Fig. 1: floorplan with the power grid
Scale bar: 20 um. Pins as bars on the die edge. Tap cells in grey.
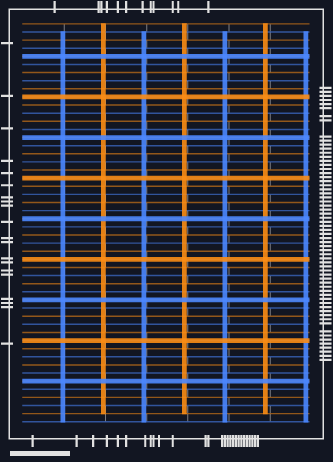
Fig. 2: placement by cell class
Scale bar: 20 um.
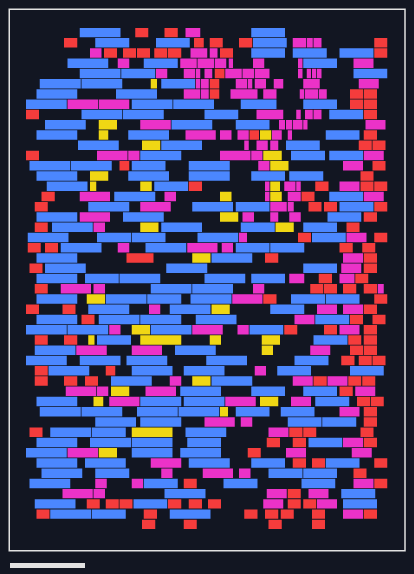
## config.mk

```make
export PLATFORM = sky130hd
export DESIGN_NAME = stacked_array_feeder_flat
export DESIGN_NICKNAME = d
export VERILOG_FILES = /design/src/rtl/stacked_array_feeder_if.sv /design/src/rtl/stacked_array_feeder.sv /design/src/flat_wrapper.sv
export SDC_FILE = /design/constraint.sdc
export NUM_CORES = 1
export LEC_CHECK = 0
export CAP_MARGIN = 10
export CORE_ASPECT_RATIO = 1.4
export CORE_MARGIN = 4
export CORE_UTILIZATION = 50
export CTS_BUF_LIST = sky130_fd_sc_hd__clkbuf_2 sky130_fd_sc_hd__clkbuf_4 sky130_fd_sc_hd__clkbuf_8
export CTS_CLUSTER_DIAMETER = 60
export DETAILED_ROUTE_END_ITERATION = 10
export PLACE_DENSITY_LB_ADDON = 0.08
export SLEW_MARGIN = 15
export SYNTH_ARGS = -nofsm -noshare
export SYNTH_HDL_FRONTEND = slang
export SYNTH_SLANG_ARGS = --single-unit
```

## constraint.sdc

```tcl
create_clock -name clk -period 3.07 [get_ports clk]
set_input_delay 0.614 -clock clk [delete_from_list [all_inputs] [get_ports clk]]
set_output_delay 0.614 -clock clk [all_outputs]
set_load 0.02 [all_outputs]
```

## src/rtl/stacked_array_feeder_if.sv

```systemverilog
// Bundle of the upstream vector handshake and the array-side drive signals.
// The feeder takes the slave side; whoever pushes vectors and watches the
// array drive takes the master side.
`timescale 1ns/1ps
interface stacked_array_feeder_if #(
  parameter int WIDTH               = 8,
  parameter int ARRAY_COUNT         = 3,
  parameter int CELL_MEM_ADDR_WIDTH = 4
);
  logic                           s_valid;
  logic                           s_ready;
  logic [WIDTH*ARRAY_COUNT-1:0]   s_data;
  logic [31:0]                    ctrl_in;
  logic                           ce;
  logic [31:0]                    ctrl;
  logic [CELL_MEM_ADDR_WIDTH-1:0] mem_addr;
  logic [WIDTH*ARRAY_COUNT-1:0]   x_ins;
  logic                           busy;

  modport master (
    output s_valid, s_data, ctrl_in,
    input  s_ready, ce, ctrl, mem_addr, x_ins, busy
  );

  modport slave (
    input  s_valid, s_data, ctrl_in,
    output s_ready, ce, ctrl, mem_addr, x_ins, busy
  );
endinterface

```

## src/rtl/stacked_array_feeder.sv

```systemverilog
// Upstream feeder for the stacked systolic array. Buffers incoming packed
// vectors in a small FIFO, replays each one on x_ins while sweeping every
// weight address with ce high, and after the last vector of a burst clocks
// the array pipeline with zero vectors so results drain out. Every array-side
// output comes straight from a register.
`timescale 1ns/1ps
module stacked_array_feeder #(
  parameter int WIDTH                 = 8,
  parameter int ARRAY_COUNT           = 3,
  parameter int CELLS_PER_ARRAY_COUNT = 3,
  parameter int CELL_MEM_ADDR_WIDTH   = 4,
  parameter int ADDR_COUNT            = 16,
  parameter int FIFO_DEPTH            = 4
) (
  input  logic                  clk,
  input  logic                  rst,
  stacked_array_feeder_if.slave bus
);

  localparam int DATA_W  = WIDTH * ARRAY_COUNT;
  localparam int PTR_W   = (FIFO_DEPTH > 1) ? $clog2(FIFO_DEPTH) : 1;
  localparam int CNT_W   = PTR_W + 1;
  localparam int DRAIN_W = (CELLS_PER_ARRAY_COUNT > 1) ? $clog2(CELLS_PER_ARRAY_COUNT) : 1;
  localparam int AW      = CELL_MEM_ADDR_WIDTH;

  localparam logic [AW-1:0]      LAST_ADDR  = AW'(ADDR_COUNT - 1);
  localparam logic [DRAIN_W-1:0] DRAIN_LOAD = DRAIN_W'(CELLS_PER_ARRAY_COUNT - 1);
  localparam logic [CNT_W-1:0]   FULL_COUNT = CNT_W'(FIFO_DEPTH);

  typedef enum logic [1:0] {
    IDLE  = 2'd0,
    FEED  = 2'd1,
    DRAIN = 2'd2
  } state_t;

  // ---------------------------------------------------------------------
  // Input FIFO
  // ---------------------------------------------------------------------
  logic [DATA_W-1:0] fifo_mem [FIFO_DEPTH];
  logic [PTR_W-1:0]  wr_ptr;
  logic [PTR_W-1:0]  rd_ptr;
  logic [CNT_W-1:0]  count;
  logic              push;
  logic              pop;
  logic              fifo_empty;
  logic [DATA_W-1:0] fifo_head;

  // Ready depends only on the registered occupancy, never on the pop, so
  // a slot freed this cycle is offered to upstream one cycle later.
  assign bus.s_ready = (count != FULL_COUNT);
  assign push        = bus.s_valid && bus.s_ready;
  assign fifo_empty  = (count == '0);
  assign fifo_head   = fifo_mem[rd_ptr];

  // Storage write; contents need no reset because count gates every read.
  always_ff @(posedge clk) begin
    if (push) begin
      fifo_mem[wr_ptr] <= bus.s_data;
    end
  end

  // Pointers wrap naturally because the depth is a power of two.
  always_ff @(posedge clk or posedge rst) begin
    if (rst) begin
      wr_ptr <= '0;
      rd_ptr <= '0;
      count  <= '0;
    end else begin
      if (push) begin
        wr_ptr <= wr_ptr + PTR_W'(1);
      end
      if (pop) begin
        rd_ptr <= rd_ptr + PTR_W'(1);
      end
      case ({push, pop})
        2'b10:   count <= count + CNT_W'(1);
        2'b01:   count <= count - CNT_W'(1);
        default: count <= count;
      endcase
    end
  end

  // ---------------------------------------------------------------------
  // Sequencer
  // ---------------------------------------------------------------------
  state_t             state_reg;
  state_t             state_next;
  logic               ce_reg;
  logic               ce_next;
  logic               busy_reg;
  logic               busy_next;
  logic [31:0]        ctrl_reg;
  logic [31:0]        ctrl_next;
  logic [AW-1:0]      mem_addr_reg;
  logic [AW-1:0]      mem_addr_next;
  logic [DATA_W-1:0]  x_ins_reg;
  logic [DATA_W-1:0]  x_ins_next;
  logic [DRAIN_W-1:0] drain_cnt_reg;
  logic [DRAIN_W-1:0] drain_cnt_next;

  // State and scalar output registers.
  always_ff @(posedge clk or posedge rst) begin
    if (rst) begin
      state_reg     <= IDLE;
      ce_reg        <= 1'b0;
      busy_reg      <= 1'b0;
      ctrl_reg      <= '0;
      mem_addr_reg  <= '0;
      drain_cnt_reg <= '0;
    end else begin
      state_reg     <= state_next;
      ce_reg        <= ce_next;
      busy_reg      <= busy_next;
      ctrl_reg      <= ctrl_next;
      mem_addr_reg  <= mem_addr_next;
      drain_cnt_reg <= drain_cnt_next;
    end
  end

  // Vector register, one lane per stacked array; lanes pass through bit-exact.
  for (genvar gi = 0; gi < ARRAY_COUNT; gi++) begin : g_lane
    // Lane gi of the vector presented to array gi.
    always_ff @(posedge clk or posedge rst) begin
      if (rst) begin
        x_ins_reg[gi*WIDTH +: WIDTH] <= '0;
      end else begin
        x_ins_reg[gi*WIDTH +: WIDTH] <= x_ins_next[gi*WIDTH +: WIDTH];
      end
    end
  end

  // Next-state and next-output decode for IDLE / FEED / DRAIN.
  always_comb begin
    state_next     = state_reg;
    ce_next        = ce_reg;
    busy_next      = busy_reg;
    ctrl_next      = ctrl_reg;
    mem_addr_next  = mem_addr_reg;
    x_ins_next     = x_ins_reg;
    drain_cnt_next = drain_cnt_reg;
    pop            = 1'b0;

    case (state_reg)
      IDLE: begin
        ce_next       = 1'b0;
        busy_next     = 1'b0;
        x_ins_next    = '0;
        mem_addr_next = '0;
        if (!fifo_empty) begin
          // Start of a burst: the control word is sampled only here.
          pop        = 1'b1;
          x_ins_next = fifo_head;
          ctrl_next  = bus.ctrl_in;
          ce_next    = 1'b1;
          busy_next  = 1'b1;
          state_next = FEED;
        end
      end

      FEED: begin
        ce_next   = 1'b1;
        busy_next = 1'b1;
        if (mem_addr_reg == LAST_ADDR) begin
          mem_addr_next = '0;
          if (!fifo_empty) begin
            // Chain straight into the next vector without a bubble.
            pop        = 1'b1;
            x_ins_next = fifo_head;
          end else begin
            x_ins_next     = '0;
            drain_cnt_next = DRAIN_LOAD;
            state_next     = DRAIN;
          end
        end else begin
          mem_addr_next = mem_addr_reg + AW'(1);
        end
      end

      DRAIN: begin
        // New arrivals wait in the FIFO until the drain has finished.
        x_ins_next    = '0;
        mem_addr_next = '0;
        if (drain_cnt_reg == '0) begin
          ce_next    = 1'b0;
          busy_next  = 1'b0;
          state_next = IDLE;
        end else begin
          ce_next        = 1'b1;
          busy_next      = 1'b1;
          drain_cnt_next = drain_cnt_reg - DRAIN_W'(1);
        end
      end

      default: begin
        state_next    = IDLE;
        ce_next       = 1'b0;
        busy_next     = 1'b0;
        x_ins_next    = '0;
        mem_addr_next = '0;
      end
    endcase
  end

  assign bus.ce       = ce_reg;
  assign bus.busy     = busy_reg;
  assign bus.ctrl     = ctrl_reg;
  assign bus.mem_addr = mem_addr_reg;
  assign bus.x_ins    = x_ins_reg;

endmodule

```

## src/flat_wrapper.sv

```systemverilog
// flat-port wrapper written by rule: the top's interface ports become plain ports
module stacked_array_feeder_flat 
#(
  parameter int WIDTH                 = 8,
  parameter int ARRAY_COUNT           = 3,
  parameter int CELLS_PER_ARRAY_COUNT = 3,
  parameter int CELL_MEM_ADDR_WIDTH   = 4,
  parameter int ADDR_COUNT            = 16,
  parameter int FIFO_DEPTH            = 4
)
  (clk, rst, bus_s_valid, bus_s_data, bus_ctrl_in, bus_s_ready, bus_ce, bus_ctrl, bus_mem_addr, bus_x_ins, bus_busy);
  stacked_array_feeder_if #(.WIDTH(WIDTH), .ARRAY_COUNT(ARRAY_COUNT), .CELL_MEM_ADDR_WIDTH(CELL_MEM_ADDR_WIDTH)) bus_i ();
  input  logic clk;
  input  logic rst;
  input wire logic [$bits(bus_i.s_valid)-1:0] bus_s_valid;
  input wire logic [$bits(bus_i.s_data)-1:0] bus_s_data;
  input wire logic [$bits(bus_i.ctrl_in)-1:0] bus_ctrl_in;
  output wire logic [$bits(bus_i.s_ready)-1:0] bus_s_ready;
  output wire logic [$bits(bus_i.ce)-1:0] bus_ce;
  output wire logic [$bits(bus_i.ctrl)-1:0] bus_ctrl;
  output wire logic [$bits(bus_i.mem_addr)-1:0] bus_mem_addr;
  output wire logic [$bits(bus_i.x_ins)-1:0] bus_x_ins;
  output wire logic [$bits(bus_i.busy)-1:0] bus_busy;
  assign bus_i.s_valid = bus_s_valid;
  assign bus_i.s_data = bus_s_data;
  assign bus_i.ctrl_in = bus_ctrl_in;
  assign bus_s_ready = bus_i.s_ready;
  assign bus_ce = bus_i.ce;
  assign bus_ctrl = bus_i.ctrl;
  assign bus_mem_addr = bus_i.mem_addr;
  assign bus_x_ins = bus_i.x_ins;
  assign bus_busy = bus_i.busy;
  stacked_array_feeder #(.WIDTH(WIDTH), .ARRAY_COUNT(ARRAY_COUNT), .CELLS_PER_ARRAY_COUNT(CELLS_PER_ARRAY_COUNT), .CELL_MEM_ADDR_WIDTH(CELL_MEM_ADDR_WIDTH), .ADDR_COUNT(ADDR_COUNT), .FIFO_DEPTH(FIFO_DEPTH)) u_core (.clk(clk), .rst(rst), .bus(bus_i));
endmodule
```

==> GITHUB_STEP_SUMMARY <==
## Synthesis and layout report

| Metric | Value |
|---|---|
| Status | finished clean |
| Vias per Instance | 5.36 |
| Asr flop ratio synth | 0.429 |
| Multi-input gates | 135 |
| YS chip area | 6540 um^2 |
| Gp weighted congestion | 0.728 |
| Mux share | 0.160 |
| Ports | around 120 |
| Syn Area/Cell | 19.9 um^2 |
| Die width | between 100 and 150 um |
| Number of fill cells in the layout | between 900 and 1k |
| Seq share, synth | 0.716 |
| Most common logic cell in the routed design | clkdlybuf4s50_1 |
| Clock buffer count | 19 |
| Layout clock area frac | 0.0473 |
| Cells after DPL | between 500 and 600 |
| Simple share | 0.0256 |
| Clock skew | 0.0160 ns |
| Slack of the worst reg-to-reg path | 0.88 ns |
| Logic share of the area | 0.202 |
| Max-slew headroom | 0.308 |
| Worst path depth | 2 |
| Max FFs per register | 96 |
| Synth warn | 0 |
| Final Cycle Share | 0.830 |
| Seq cells | 168 |
| Largest net degree at the start of global routing | 38 |
| Vias in the first global route | 3,651 |
| Hold Slack | a little over 0.5 ns |
| Post-synth EDFFs | 96 |
| Slowest-stage cell, CP | clkdlybuf4s50_1 |
| Total CTS buffers | 17 |
| Worst endpoint required time | 2.46 ns |
| Top class by area | flip-flops and latches |
| Fin crit period | 2.55 ns |
| Leakage | roughly 3.2 nW |
| Hold buffer count at CTS | 0 |
| Layout Nets | between 500 and 600 |
| Seq. cell area | 4690 um^2 |
| Clock sink count | 168 |
| Post-CTS setup buffer count | 0 |
| Total global routing overflow | 0 |
| Crit-path max FO | 6 |
| Top non-seq family | multiplexers |
| GR Layer Usage met1 | 0.216 |
| Total Power | 0.00811 W |
| First-iteration detailed-routing DRC count | 177 |
| Combinational power share | 0.366 |
| RSZ-0062 raised after global routing | false |
| Non-clock buffer share | 0.156 |
| Tool warnings | 29 |
| Reg2Reg Launch Point | u_core.count[1] |
| Port Buffers | 121 |
| Internal power | 0.00553 W |
| Cts repair resizes | 0 |
| Fa+ha+maj area frac | 0.0164 |
## Picture notes: Fig. 1
[blue] VSS
[orange] VDD
signal pins: 122
met5 straps: 9
rows: 49

## Picture notes: Fig. 2
[magenta] combinational and other logic | cells: 143 | share of their area: 21%
[yellow] clock drivers and dummy loads | cells: 32 | share of their area: 4.8%
[blue] sequential cells | cells: 168 | share of their area: 58%
[red] remaining buffers and delay cells | cells: 129 | share of their area: 16%
Rows: 49
Core Region: 12,800 um^2
Final Core Density: 0.644
Finished Cell Area: 8250 um^2
flop share of the area: 0.568

Power and IR drop assume default switching activity.
